==> images/clock_wires.png <==
Scale bar: 50 µm.
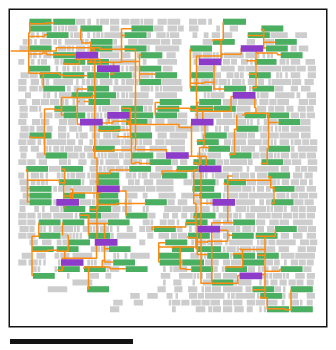
==> images/gates.png <==
Scale bar: 50 µm.
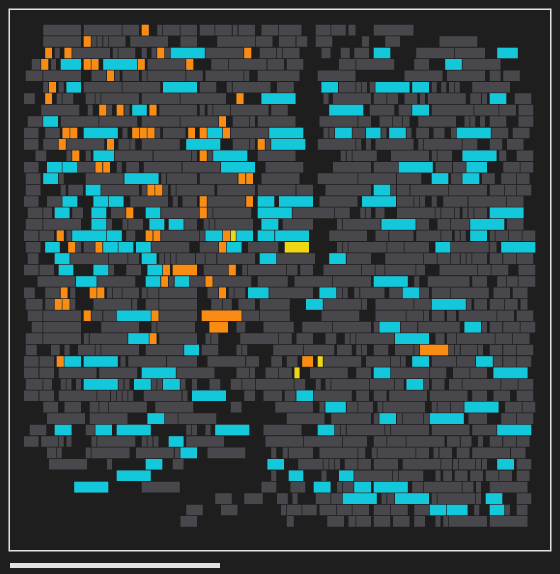
==> images/floorplan.png <==
Pins as bars on the die edge. Tap cells in grey.
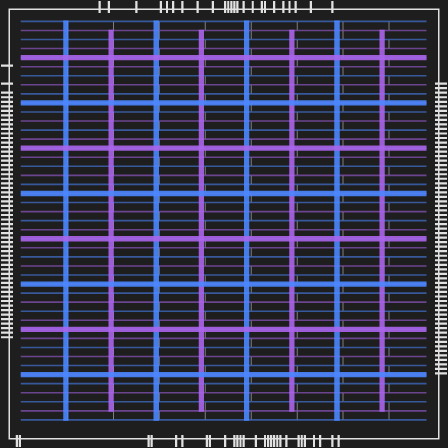
### config.mk
export PLATFORM = sky130hd
export DESIGN_NAME = store_align_buffer
export DESIGN_NICKNAME = d
export VERILOG_FILES = /design/src/rtl/store_align_buffer.sv
export SDC_FILE = /design/constraint.sdc
export NUM_CORES = 1
export LEC_CHECK = 0
export CAP_MARGIN = 20
export CORE_MARGIN = 3
export CORE_UTILIZATION = 48
export DETAILED_ROUTE_END_ITERATION = 8
export PLACE_DENSITY = 0.78
export SETUP_SLACK_MARGIN = 0.5
export SLEW_MARGIN = 20
export SYNTH_ARGS = -nofsm -noshare
export SYNTH_HDL_FRONTEND = slang
export SYNTH_SLANG_ARGS = --single-unit
export TNS_END_PERCENT = 10
### constraint.sdc
create_clock -name clk -period 2.6 [get_ports clk]
set_input_delay 0.65 -clock clk [delete_from_list [all_inputs] [get_ports clk]]
set_output_delay 0.65 -clock clk [all_outputs]
set_load 0.03 [all_outputs]
### src/rtl/store_align_buffer.sv
// Store alignment buffer: encodes sb/sh/sw into byte enables and replicated data,
// queues legal stores and drains them to data memory. Optional macro: STORE_ALIGN_MERGE_EN.
module store_align_buffer #(
    parameter int DEPTH = 2,
    parameter int CNT_W = 2
) (
    input  logic        clk,
    input  logic        rst_n,
    input  logic        st_valid,
    output logic        st_ready,
    input  logic [31:0] st_addr,
    input  logic [31:0] st_data,
    input  logic [1:0]  st_size,
    output logic        misalign_err,
    input  logic        ld_valid,
    input  logic [31:0] ld_addr,
    output logic        ld_hazard,
    output logic        mem_we,
    output logic [29:0] mem_addr,
    output logic [31:0] mem_wdata,
    output logic [3:0]  mem_be,
    input  logic        mem_ack,
    output logic        empty
);

    localparam int PTR_W = (DEPTH > 1) ? $clog2(DEPTH) : 1;

    logic [29:0]      r_addr  [DEPTH];
    logic [31:0]      r_wdata [DEPTH];
    logic [3:0]       r_be    [DEPTH];
    logic [DEPTH-1:0] r_valid;
    logic [PTR_W-1:0] r_head;
    logic [PTR_W-1:0] r_tail;
    logic [CNT_W-1:0] r_count;
    logic             r_misalign;

    logic [3:0]  w_be;
    logic [31:0] w_wdata;
    logic        w_bad;
    logic        w_full;
    logic        w_merge_hit;
    logic        w_accept;
    logic        w_push;
    logic        w_merge;
    logic        w_pop;
    logic        w_hazard;
    logic        w_unused_ok;

    always_comb begin
        w_be    = 4'b0000;
        w_wdata = st_data;
        w_bad   = 1'b0;
        case (st_size)
            2'b00: begin
                w_be    = 4'b0001 << st_addr[1:0];
                w_wdata = {4{st_data[7:0]}};
            end
            2'b01: begin
                w_be    = st_addr[1] ? 4'b1100 : 4'b0011;
                w_wdata = {2{st_data[15:0]}};
                w_bad   = st_addr[0];
            end
            2'b10: begin
                w_be  = 4'b1111;
                w_bad = (st_addr[1:0] != 2'b00);
            end
            default: w_bad = 1'b1;
        endcase
    end

    assign w_full = (r_count == CNT_W'(DEPTH));

`ifdef STORE_ALIGN_MERGE_EN
    logic [PTR_W-1:0] w_youngest;
    assign w_youngest  = r_tail - PTR_W'(1);
    // Never merge into the head: it may be on the memory bus right now.
    assign w_merge_hit = !w_bad && (r_count >= CNT_W'(2)) &&
                         (r_addr[w_youngest] == st_addr[31:2]);
    assign st_ready    = !w_full || w_merge_hit;
`else
    assign w_merge_hit = 1'b0;
    assign st_ready    = !w_full;
`endif

    assign w_accept = st_valid && st_ready;
    assign w_push   = w_accept && !w_bad && !w_merge_hit;
    assign w_merge  = w_accept && w_merge_hit;
    assign w_pop    = mem_we && mem_ack;

    always_comb begin
        w_hazard = 1'b0;
        for (int i = 0; i < DEPTH; i++) begin
            if (r_valid[i] && (r_addr[i] == ld_addr[31:2])) w_hazard = 1'b1;
        end
    end

    assign ld_hazard   = ld_valid && w_hazard;
    assign w_unused_ok = &{1'b0, ld_addr[1:0]};

    assign mem_we       = (r_count != '0);
    assign mem_addr     = mem_we ? r_addr[r_head]  : 30'd0;
    assign mem_wdata    = mem_we ? r_wdata[r_head] : 32'd0;
    assign mem_be       = mem_we ? r_be[r_head]    : 4'd0;
    assign empty        = (r_count == '0);
    assign misalign_err = r_misalign;

    always_ff @(posedge clk or negedge rst_n) begin
        if (!rst_n) begin
            for (int i = 0; i < DEPTH; i++) begin
                r_addr[i]  <= '0;
                r_wdata[i] <= '0;
                r_be[i]    <= '0;
            end
            r_valid    <= '0;
            r_head     <= '0;
            r_tail     <= '0;
            r_count    <= '0;
            r_misalign <= 1'b0;
        end else begin
            r_misalign <= w_accept && w_bad;
            // Push and pop never touch the same slot: a full buffer refuses pushes.
            if (w_push) begin
                r_addr[r_tail]  <= st_addr[31:2];
                r_wdata[r_tail] <= w_wdata;
                r_be[r_tail]    <= w_be;
                r_valid[r_tail] <= 1'b1;
                r_tail          <= r_tail + PTR_W'(1);
            end
            if (w_pop) begin
                r_valid[r_head] <= 1'b0;
                r_head          <= r_head + PTR_W'(1);
            end
`ifdef STORE_ALIGN_MERGE_EN
            if (w_merge) begin
                r_be[w_youngest] <= r_be[w_youngest] | w_be;
                for (int b = 0; b < 4; b++) begin
                    if (w_be[b]) r_wdata[w_youngest][8*b +: 8] <= w_wdata[8*b +: 8];
                end
            end
`endif
            case ({w_push, w_pop})
                2'b10:   r_count <= r_count + CNT_W'(1);
                2'b01:   r_count <= r_count - CNT_W'(1);
                default: r_count <= r_count;
            endcase
        end
    end

`ifndef STORE_ALIGN_MERGE_EN
    logic w_unused_merge;
    assign w_unused_merge = w_merge;
`endif

endmodule
==> results.cfg <==
; yosys + openroad results
[final_timing]
maxClockFrequency_mhz = 368.0
finalCriticalPeriod_ps = 2718
fin_crit_sh = 1.045
grt_setup_unrepaired = yes
hold_viol = 0
relSlewSlack = 0.6163
worst_slack_ps = -117.6
max_slew.worst_pin.slew_ps = 575.6
slew_viol_final = 0
final.setup.tns_ps = -117.6
worst_hold_slack_ps = 200.0
setup_viol = 1

[route]
wirelength_um = 23470
route.met3.wl_um = 1704
highest_layer = met5
met2_length_um = 11810
wl_met1_um = 9272
via_count = 6297
drc = 0
drt_iter0_markers = 455
wl_per_cell_um = 20.81
ant_nets = 0
viasPerCell = 5.582
drtPass1Iterations = 4

[synth]
syn_avg_cell_area_um2 = 9.847
xor_share = 0.07776
common_cells = nand2_1, dfrtp_1, mux2i_1, nor2_1, o21ai_0
ys_chip_area_um2 = 7208
topCellsByArea = dfrtp_1, mux2i_1, nand2_1, mux2_2, xnor2_1
top_area_cell = dfrtp_1
synth.distinct_cells = 32
yosys-mux-area-fraction = 0.1951
synth_stat.cells = 732
synth.cellmix.simpleShare = 0.1536
logic_family = multiplexers
synth-edff-count = 0
ys_async_sr_fraction = 1.000
ys_warn_count = 0
compound_area_frac = 0.05225
netlist.area_leader.share = 0.4826
synth_flops = 139
top_cell = nand2_1
postSynthSeqShare = 0.4826
syn_inst = 732
synth_area_um2 = 7208
synthAdderAreaFrac = 0.001736
floorplan.nets = 836

[worst_setup_path]
r2r_slack_ps = 870
startpoint_type = input port
critical_path.cell_chain = dlygate4sd2_1 > buf_4 > xnor2_4 > nand4_1 > nor4_2 > nand4_1 > a21boi_4 > buf_6
critPathKind = in2out
critical_path.top_delay_family = buffers and inverters
cp-endpoint = ld_hazard
cp.required_ps = 1950
crit_fanout = 2
crit_top_cell = nand4_1
crit_path_end_kind = output port
critPathArrivalTime_ps = 2070
cpPeakStageDelay_ps = 270
cpMaxStageDelayCell = dlygate4sd2_1
crit-reg2reg-launch = r_count[0]$_DFFE_PN0P_
cp-startpoint = ld_addr[15]
reg2reg_to = r_count[1]$_DFFE_PN0P_
reg2reg_depth = 7
cp.depth = 8
path_buffers = 3

[layout]
regArea_um2 = 3486
n_all_buffers = 225
largest_cell_class = multi-input combinational cells
sh_seq_area = 0.3054
ff_count = 139
comb_area_um2 = 4602
drive_gt1_frac = 0.3782
postLayoutCellArea_um2 = 11410
n_antenna_cell = 0
reg_top3 = r_wdata: 64 flops, r_addr: 60 flops, r_be: 8 flops
nClkBuffers = 18
n_all_inverters = 4
nets = 1035
buf_share = 0.2162
fin_util = 0.7824
fillers = 845
regMostFlops = r_wdata
comb_cells = 544
mostFrequentLayoutCells = nand2_1, dfrtp_1, clkdlybuf4s50_1
clkCellAreaFrac = 0.05272

[pwr]
p_leak_nw = 5.060
seq_power_w = 0.00447
powerComb_w = 0.00979
switching_share = 0.4330
power_switching_w = 0.007237
maxPowerGroup = combinational logic
power_w = 0.01671
p_int_w = 0.009478
power_density_nw_per_um2 = 1464
pwr-share-seq = 0.267
p_comb_frac = 0.586
ir_drop_uv = 968.3

[global_route]
use_met3 = 0.06642
grt_antenna_before_repair = 2
grt_overflow = 0
grt_busiest_layer = met2
grt_max_degree = 61
grt_pass1_wl_um = 34040
grt_pass1_vias = 6314
use_met1 = 0.3386
met2_usage = 0.4493
grt_use_total = 0.2682

[die]
initial_core_util = 0.4941
io_pins = 174
taps = 184
die_area_um2 = 16520
rows = 44

[clock_network]
ctsHoldBuffers = 0
cts_inserted_buffers = 17
postCtsResizedCells = 560
post_cts_buffers = 4
cts_tree = yes
cts_max_path_buffers = 2
cts_max_level = 4
cts_sinks = 139
clk_pin_slew_worst_paths_ps = 60
cts_root_buffer = clkbuf_16

[status]
violations = negative setup slack
outcome = finished, violations left

[run]
warnings = 31
drv_cap = 0

[worst_hold_path]
hold_class = in2async

[placed_design]
dpl.hpwl_um = 14120
place_ws_ps = -441.3
dpl_cell_area_um2 = 9310
port_buffers = 171
dp_cells = 1077
gp_congestion = 0.8567
## Picture notes: clock_wires.png
legend:
  purple:
    item: clock-net drivers
    count: 17
  orange:
    item: clock wires
    length: 1730 µm
  green:
    item: flip-flops
    count: 139
flops lie: widely spread
clk_skew: 9.632 ps
clk latency late pin: 430 ps
Clk. pwr: 0.00245 W
clock share of power: 0.147

## Picture notes: gates.png
legend:
  cyan:
    family: mux cells
    cells: 135
    where: widely spread
  yellow:
    family: inv cells
    cells: 4
    where: centre
  orange:
    family: aoi and oai cells
    cells: 68
dominant logic cell type in the layout: nand2_1
logic share of the area: 0.4032
fin cells: 1128

## Picture notes: floorplan.png
legend:
  blue:
    net: VSS
  purple:
    net: VDD
signal pins: 174
met5 straps: 8
rows: 44
chip height: 128.5 µm
Chip Width: 128.5 µm

Power figures rest on the tool's default switching activity, not on a simulated workload.
